<file path="src/rtl/regfile_arbiter_if.sv">
// rtl/regfile_arbiter_if.sv - two requester ports plus the shared register-file port
interface regfile_arbiter_if #(
    parameter int R_ADDR_WIDTH = 2
);
    logic                    a_req;
    logic                    a_we;
    logic [R_ADDR_WIDTH-1:0] a_reg;
    logic [31:0]             a_wdata;
    logic                    a_gnt;
    logic                    a_rvalid;
    logic [31:0]             a_rdata;

    logic                    b_req;
    logic                    b_we;
    logic [R_ADDR_WIDTH-1:0] b_reg;
    logic [31:0]             b_wdata;
    logic                    b_gnt;
    logic                    b_rvalid;
    logic [31:0]             b_rdata;

    logic                    o_rd;
    logic [R_ADDR_WIDTH-1:0] o_rreg;
    logic [31:0]             i_rdata;
    logic                    o_wr;
    logic [R_ADDR_WIDTH-1:0] o_wreg;
    logic [31:0]             o_wdata;

    // Arbiter side.
    modport slave (
        input  a_req, a_we, a_reg, a_wdata,
        input  b_req, b_we, b_reg, b_wdata,
        input  i_rdata,
        output a_gnt, a_rvalid, a_rdata,
        output b_gnt, b_rvalid, b_rdata,
        output o_rd, o_rreg, o_wr, o_wreg, o_wdata
    );

    // Requesters and register file side.
    modport master (
        output a_req, a_we, a_reg, a_wdata,
        output b_req, b_we, b_reg, b_wdata,
        output i_rdata,
        input  a_gnt, a_rvalid, a_rdata,
        input  b_gnt, b_rvalid, b_rdata,
        input  o_rd, o_rreg, o_wr, o_wreg, o_wdata
    );
endinterface

</file>
<file path="src/rtl/regfile_arbiter.sv">
// rtl/regfile_arbiter.sv - round-robin arbiter sharing one register-file port between two requesters
// Define REGARB_FIXED_PRIORITY_EN to make port A win every contention.
module regfile_arbiter #(
    parameter int R_ADDR_WIDTH = 2
) (
    input  logic              clk,
    input  logic              rst_n,
    regfile_arbiter_if.slave  bus
);

    typedef enum logic {
        IDLE  = 1'b0,
        ISSUE = 1'b1
    } state_t;

    state_t                  state_q, state_d;
    logic                    last_b_q, last_b_d;
    logic                    win_b_q, win_b_d;
    logic                    a_gnt_q, a_gnt_d;
    logic                    b_gnt_q, b_gnt_d;
    logic                    a_rvalid_q, a_rvalid_d;
    logic                    b_rvalid_q, b_rvalid_d;
    logic [31:0]             a_rdata_q, a_rdata_d;
    logic [31:0]             b_rdata_q, b_rdata_d;
    logic                    o_rd_q, o_rd_d;
    logic                    o_wr_q, o_wr_d;
    logic [R_ADDR_WIDTH-1:0] o_rreg_q, o_rreg_d;
    logic [R_ADDR_WIDTH-1:0] o_wreg_q, o_wreg_d;
    logic [31:0]             o_wdata_q, o_wdata_d;

    logic                    pick_a;
    logic                    pick_b;
    logic                    sel_we;
    logic [R_ADDR_WIDTH-1:0] sel_reg;
    logic [31:0]             sel_wdata;

    always_comb begin
        state_d    = state_q;
        last_b_d   = last_b_q;
        win_b_d    = win_b_q;
        a_gnt_d    = 1'b0;
        b_gnt_d    = 1'b0;
        a_rvalid_d = 1'b0;
        b_rvalid_d = 1'b0;
        a_rdata_d  = a_rdata_q;
        b_rdata_d  = b_rdata_q;
        o_rd_d     = 1'b0;
        o_wr_d     = 1'b0;
        o_rreg_d   = o_rreg_q;
        o_wreg_d   = o_wreg_q;
        o_wdata_d  = o_wdata_q;
        pick_a     = 1'b0;
        pick_b     = 1'b0;
        sel_we     = 1'b0;
        sel_reg    = '0;
        sel_wdata  = '0;

        case (state_q)
            IDLE: begin
`ifdef REGARB_FIXED_PRIORITY_EN
                pick_a = bus.a_req;
`else
                // A wins contention only if B took the previous grant.
                pick_a = bus.a_req && (!bus.b_req || last_b_q);
`endif
                pick_b = bus.b_req && !pick_a;
                if (pick_b) begin
                    sel_we    = bus.b_we;
                    sel_reg   = bus.b_reg;
                    sel_wdata = bus.b_wdata;
                end else begin
                    sel_we    = bus.a_we;
                    sel_reg   = bus.a_reg;
                    sel_wdata = bus.a_wdata;
                end
                if (pick_a || pick_b) begin
                    state_d  = ISSUE;
                    last_b_d = pick_b;
                    win_b_d  = pick_b;
                    a_gnt_d  = pick_a;
                    b_gnt_d  = pick_b;
                    if (sel_we) begin
                        o_wr_d    = 1'b1;
                        o_wreg_d  = sel_reg;
                        o_wdata_d = sel_wdata;
                    end else begin
                        o_rd_d    = 1'b1;
                        o_rreg_d  = sel_reg;
                    end
                end
            end
            ISSUE: begin
                state_d = IDLE;
                // i_rdata is valid while the read strobe is out; return it next cycle.
                if (o_rd_q) begin
                    if (win_b_q) begin
                        b_rvalid_d = 1'b1;
                        b_rdata_d  = bus.i_rdata;
                    end else begin
                        a_rvalid_d = 1'b1;
                        a_rdata_d  = bus.i_rdata;
                    end
                end
            end
            default: state_d = IDLE;
        endcase
    end

    always_ff @(posedge clk or negedge rst_n) begin
        if (!rst_n) begin
            state_q    <= IDLE;
            last_b_q   <= 1'b1;
            win_b_q    <= 1'b0;
            a_gnt_q    <= 1'b0;
            b_gnt_q    <= 1'b0;
            a_rvalid_q <= 1'b0;
            b_rvalid_q <= 1'b0;
            a_rdata_q  <= '0;
            b_rdata_q  <= '0;
            o_rd_q     <= 1'b0;
            o_wr_q     <= 1'b0;
            o_rreg_q   <= '0;
            o_wreg_q   <= '0;
            o_wdata_q  <= '0;
        end else begin
            state_q    <= state_d;
            last_b_q   <= last_b_d;
            win_b_q    <= win_b_d;
            a_gnt_q    <= a_gnt_d;
            b_gnt_q    <= b_gnt_d;
            a_rvalid_q <= a_rvalid_d;
            b_rvalid_q <= b_rvalid_d;
            a_rdata_q  <= a_rdata_d;
            b_rdata_q  <= b_rdata_d;
            o_rd_q     <= o_rd_d;
            o_wr_q     <= o_wr_d;
            o_rreg_q   <= o_rreg_d;
            o_wreg_q   <= o_wreg_d;
            o_wdata_q  <= o_wdata_d;
        end
    end

    assign bus.a_gnt    = a_gnt_q;
    assign bus.b_gnt    = b_gnt_q;
    assign bus.a_rvalid = a_rvalid_q;
    assign bus.b_rvalid = b_rvalid_q;
    assign bus.a_rdata  = a_rdata_q;
    assign bus.b_rdata  = b_rdata_q;
    assign bus.o_rd     = o_rd_q;
    assign bus.o_wr     = o_wr_q;
    assign bus.o_rreg   = o_rreg_q;
    assign bus.o_wreg   = o_wreg_q;
    assign bus.o_wdata  = o_wdata_q;

endmodule

</file>
<file path="src/flat_wrapper.sv">
// flat-port wrapper written by rule: the top's interface ports become plain ports
module regfile_arbiter_flat 
#(
    parameter int R_ADDR_WIDTH = 2
)
  (clk, rst_n, bus_a_req, bus_a_we, bus_a_reg, bus_a_wdata, bus_b_req, bus_b_we, bus_b_reg, bus_b_wdata, bus_i_rdata, bus_a_gnt, bus_a_rvalid, bus_a_rdata, bus_b_gnt, bus_b_rvalid, bus_b_rdata, bus_o_rd, bus_o_rreg, bus_o_wr, bus_o_wreg, bus_o_wdata);
  regfile_arbiter_if #(.R_ADDR_WIDTH(R_ADDR_WIDTH)) bus_i ();
  input  logic clk;
  input  logic rst_n;
  input wire logic [$bits(bus_i.a_req)-1:0] bus_a_req;
  input wire logic [$bits(bus_i.a_we)-1:0] bus_a_we;
  input wire logic [$bits(bus_i.a_reg)-1:0] bus_a_reg;
  input wire logic [$bits(bus_i.a_wdata)-1:0] bus_a_wdata;
  input wire logic [$bits(bus_i.b_req)-1:0] bus_b_req;
  input wire logic [$bits(bus_i.b_we)-1:0] bus_b_we;
  input wire logic [$bits(bus_i.b_reg)-1:0] bus_b_reg;
  input wire logic [$bits(bus_i.b_wdata)-1:0] bus_b_wdata;
  input wire logic [$bits(bus_i.i_rdata)-1:0] bus_i_rdata;
  output wire logic [$bits(bus_i.a_gnt)-1:0] bus_a_gnt;
  output wire logic [$bits(bus_i.a_rvalid)-1:0] bus_a_rvalid;
  output wire logic [$bits(bus_i.a_rdata)-1:0] bus_a_rdata;
  output wire logic [$bits(bus_i.b_gnt)-1:0] bus_b_gnt;
  output wire logic [$bits(bus_i.b_rvalid)-1:0] bus_b_rvalid;
  output wire logic [$bits(bus_i.b_rdata)-1:0] bus_b_rdata;
  output wire logic [$bits(bus_i.o_rd)-1:0] bus_o_rd;
  output wire logic [$bits(bus_i.o_rreg)-1:0] bus_o_rreg;
  output wire logic [$bits(bus_i.o_wr)-1:0] bus_o_wr;
  output wire logic [$bits(bus_i.o_wreg)-1:0] bus_o_wreg;
  output wire logic [$bits(bus_i.o_wdata)-1:0] bus_o_wdata;
  assign bus_i.a_req = bus_a_req;
  assign bus_i.a_we = bus_a_we;
  assign bus_i.a_reg = bus_a_reg;
  assign bus_i.a_wdata = bus_a_wdata;
  assign bus_i.b_req = bus_b_req;
  assign bus_i.b_we = bus_b_we;
  assign bus_i.b_reg = bus_b_reg;
  assign bus_i.b_wdata = bus_b_wdata;
  assign bus_i.i_rdata = bus_i_rdata;
  assign bus_a_gnt = bus_i.a_gnt;
  assign bus_a_rvalid = bus_i.a_rvalid;
  assign bus_a_rdata = bus_i.a_rdata;
  assign bus_b_gnt = bus_i.b_gnt;
  assign bus_b_rvalid = bus_i.b_rvalid;
  assign bus_b_rdata = bus_i.b_rdata;
  assign bus_o_rd = bus_i.o_rd;
  assign bus_o_rreg = bus_i.o_rreg;
  assign bus_o_wr = bus_i.o_wr;
  assign bus_o_wreg = bus_i.o_wreg;
  assign bus_o_wdata = bus_i.o_wdata;
  regfile_arbiter #(.R_ADDR_WIDTH(R_ADDR_WIDTH)) u_core (.clk(clk), .rst_n(rst_n), .bus(bus_i));
endmodule
</file>
<file path="config.mk">
export PLATFORM = sky130hd
export DESIGN_NAME = regfile_arbiter_flat
export DESIGN_NICKNAME = d
export VERILOG_FILES = /design/src/rtl/regfile_arbiter_if.sv /design/src/rtl/regfile_arbiter.sv /design/src/flat_wrapper.sv
export SDC_FILE = /design/constraint.sdc
export NUM_CORES = 1
export LEC_CHECK = 0
export ABC_AREA = 1
export CORE_UTILIZATION = 45
export DETAILED_ROUTE_END_ITERATION = 8
export DONT_BUFFER_PORTS = 1
export PLACE_DENSITY = 0.69
export SYNTH_ARGS = -nofsm -noshare
export SYNTH_HDL_FRONTEND = slang
export SYNTH_SLANG_ARGS = --single-unit
export TNS_END_PERCENT = 50
</file>
<file path="constraint.sdc">
create_clock -name clk -period 2.4 [get_ports clk]
set_clock_uncertainty 0.1 [all_clocks]
set_input_delay 0.48 -clock clk [delete_from_list [all_inputs] [get_ports clk]]
set_output_delay 0.48 -clock clk [all_outputs]
set_load 0.1 [all_outputs]
</file>
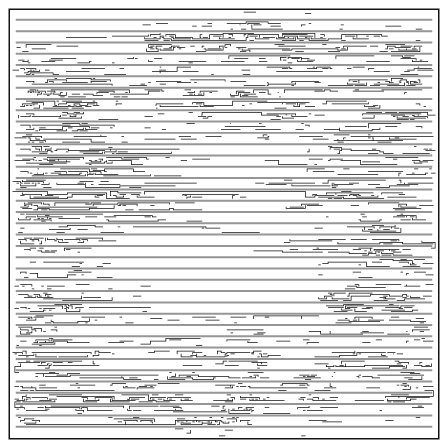
*Metal 1, run 1*
Supply wires on this layer in grey.
wire length on this layer = 4410 um
nets with wire on the layer = 647
longest straight run = 38.6 um

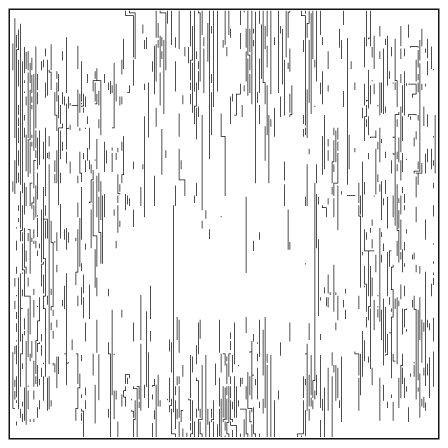
*Met2 routing, run 1*
wire length on this layer = 4980 um
longest straight run = 49.6 um
share of all routed wire = 47%
nets with wire on the layer = 586
drt total wl: 10600 um
vias after detailed routing: 3774
met2 track demand over resource in global routing: 0.335

==> impl_metrics.ini, run 1 <==
; flow metrics
[run_status]
result_of_the_run = finished, violations left
failed_checks = hold timing

[timing]
final.hold.worst_slack_ps = -296
finalCritPeriodShare = 0.759
grt_setup_unrepaired = false
report.final.hold_viol_count = 109
setup_viol_count_final = 0
slew_headroom = 0.614

[synth]
area_contributors_post_synth = sky130_fd_sc_hd__dfrtp_1, sky130_fd_sc_hd__nand2_1, sky130_fd_sc_hd__o21ai_0, sky130_fd_sc_hd__nand3_1, sky130_fd_sc_hd__inv_1
yosys-mux-area-fraction = 0
postSynth.topFlopCell = sky130_fd_sc_hd__dfrtp_1
synth-simple-area-share = 0.254
fp_nets = 646
ys_sh_aoi = 0.0782
ys_sh_adder = 0
edf_count = 0
number_of_library_cell_types_mapped_by_synthesis = 18
topCombFamilyByArea = simple AND/OR/NAND/NOR gates
seq_area_frac_synth = 0.594
yosysMostFrequentCell = sky130_fd_sc_hd__nand2_1

[cells_and_area]
seqAreaFraction = 0.481
final_common_cell = sky130_fd_sc_hd__nand2_1
layout_top_cells = sky130_fd_sc_hd__nand2_1, sky130_fd_sc_hd__buf_4, sky130_fd_sc_hd__dfrtp_1
drive_above_1_share = 0.215
layout.cells.non_filler = 770
layout.filler_cells = 883
post-route-util = 0.578
clockBufferCount = 12

[setup_path]
critPathTopFamily = flip-flops
critical_path.n_buffers_inverters = 1
worst_setup_path_end_kind = flip-flop
worst-endpoint-arrival_ps = 2020
critPathRequiredTime_ps = 2600
worst_setup_path_endpoint = u_core.bus.o_wdata[21]$_DFFE_PN0P_
path_max_fanout = 24
critical-path-max-stage-delay_ps = 590
timing.critical_path.cells = a21o_1 -> buf_4 -> nand2_1 -> nand2_1 -> nand3_1 -> nand2_1

[global_route]
vias_in_the_first_global_route = 3537
initial_antenna_violation_count = 0
grt_max_degree = 110

[die]
top_level_ports = 212

[clocking]
clk_pin_slew_worst_paths_ps = 100
cts.sinks = 109
clk-insertion-delay-late_ps = 350
cts_buffer_depth = 2

[min_path]
hold_wc_path_type = input pin to async pin

[placement]
routabilityCongestion = 0.824

[routing]
met2WireLength_um = 4980
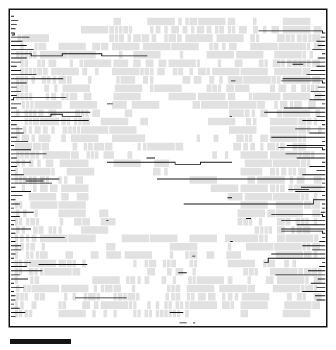
*Signal wires on met3, run 1*
The bar under the picture is 20 um long.
longest straight run = 54.5 um
nets with wire on the layer = 147
met3 Track Usage GR: 0.0590

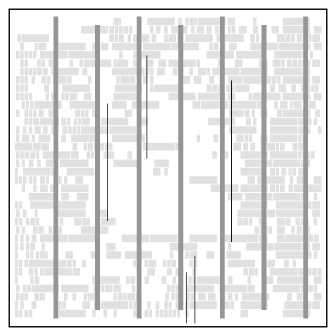
*Signal wires on met4, run 1*
Supply wires on this layer in grey.
wire length on this layer = 162 um
longest straight run = 52.4 um
share of all routed wire = 1.5%
nets with wire on the layer = 4

### Clock wiring as the flow saved it, run 1

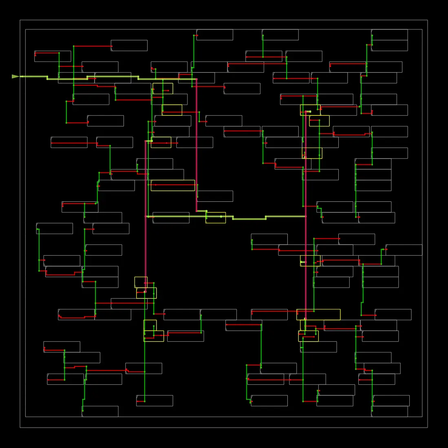

==> run 2: changes to the inputs <==
--- a/config.mk
+++ b/config.mk
@@ -9,7 +9,7 @@
 export CORE_UTILIZATION = 45
 export DETAILED_ROUTE_END_ITERATION = 8
 export DONT_BUFFER_PORTS = 1
-export PLACE_DENSITY = 0.69
+export PLACE_DENSITY = 0.71
 export SYNTH_ARGS = -nofsm -noshare
 export SYNTH_HDL_FRONTEND = slang
 export SYNTH_SLANG_ARGS = --single-unit
==> constraint.sdc (replaced) <==
create_clock -name clk -period 1.53 [get_ports clk]
set_clock_uncertainty 0.1 [all_clocks]
set_input_delay 0.306 -clock clk [delete_from_list [all_inputs] [get_ports clk]]
set_output_delay 0.306 -clock clk [all_outputs]
set_load 0.1 [all_outputs]
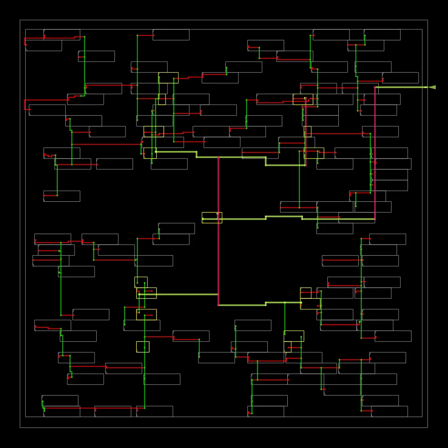
*Clock wiring as the flow saved it, run 2*
sequential cells: 109

==> impl_metrics.ini, run 2 <==
; flow metrics
[timing]
grt_setup_unrepaired = false
final.hold.worst_slack_ps = -468
finalCritPeriodShare = 0.969
report.final.hold_viol_count = 109

[global_route]
grt_max_degree = 110
initial_antenna_violation_count = 0
grt_use_met2 = 0.358

[synth]
topCombFamilyByArea = simple AND/OR/NAND/NOR gates
area_contributors_post_synth = sky130_fd_sc_hd__dfrtp_1, sky130_fd_sc_hd__nand2_1, sky130_fd_sc_hd__o21ai_0, sky130_fd_sc_hd__nand3_1, sky130_fd_sc_hd__inv_1
postSynth.topFlopCell = sky130_fd_sc_hd__dfrtp_1
seq_area_frac_synth = 0.594
ys_sh_adder = 0
number_of_library_cell_types_mapped_by_synthesis = 18
yosysMostFrequentCell = sky130_fd_sc_hd__nand2_1
edf_count = 0
fp_nets = 646
ys_sh_aoi = 0.0782

[run_status]
failed_checks = hold timing
result_of_the_run = finished, violations left

[routing]
vias = 3978
met2WireLength_um = 5710

[setup_path]
critPathTopFamily = flip-flops
path_max_fanout = 17
worst-endpoint-arrival_ps = 1690
worst_setup_path_endpoint = u_core.bus.o_wdata[3]$_DFFE_PN0P_

[cells_and_area]
clockBufferCount = 9

[placement]
routabilityCongestion = 0.798
### Signal wires on met4, run 2

Supply wires on this layer in grey.
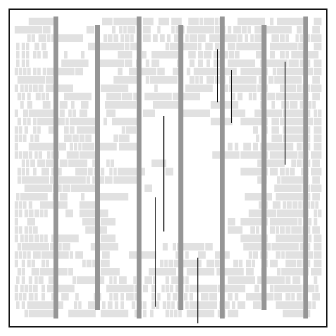

==> run 3: changes to the inputs <==
--- a/config.mk
+++ b/config.mk
@@ -9,7 +9,6 @@
 export CORE_UTILIZATION = 45
 export DETAILED_ROUTE_END_ITERATION = 8
 export DONT_BUFFER_PORTS = 1
-export PLACE_DENSITY = 0.71
 export SYNTH_ARGS = -nofsm -noshare
 export SYNTH_HDL_FRONTEND = slang
 export SYNTH_SLANG_ARGS = --single-unit
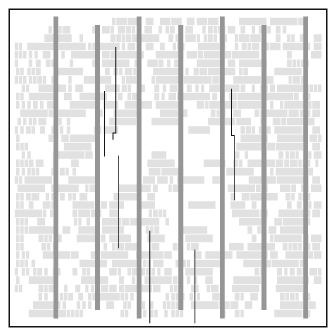
*Signal wires on met4, run 3*
Supply wires on this layer in grey.
longest straight run = 29.9 um
share of all routed wire = 1.6%
main direction = vertical
wire length on this layer = 173 um
nets with wire on the layer = 4

==> impl_metrics.ini, run 3 <==
; flow metrics
[run_status]
result_of_the_run = finished, violations left
failed_checks = hold timing

[synth]
postSynth.topFlopCell = sky130_fd_sc_hd__dfrtp_1
yosysMostFrequentCell = sky130_fd_sc_hd__nand2_1
fp_nets = 646
ys_sh_adder = 0
topCombFamilyByArea = simple AND/OR/NAND/NOR gates
area_contributors_post_synth = sky130_fd_sc_hd__dfrtp_1, sky130_fd_sc_hd__nand2_1, sky130_fd_sc_hd__o21ai_0, sky130_fd_sc_hd__nand3_1, sky130_fd_sc_hd__inv_1
edf_count = 0
seq_area_frac_synth = 0.594
ys_sh_aoi = 0.0782
number_of_library_cell_types_mapped_by_synthesis = 18

[setup_path]
path_max_fanout = 3
worst_setup_path_endpoint = bus_o_rd

[routing]
met2WireLength_um = 5090

[placement]
routabilityCongestion = 0.761

[timing]
grt_setup_unrepaired = false
finalCritPeriodShare = 0.958
final.hold.worst_slack_ps = -466
report.final.hold_viol_count = 109

[global_route]
initial_antenna_violation_count = 0
grt_use_met2 = 0.345

[cells_and_area]
layout.sequential_cells = 109
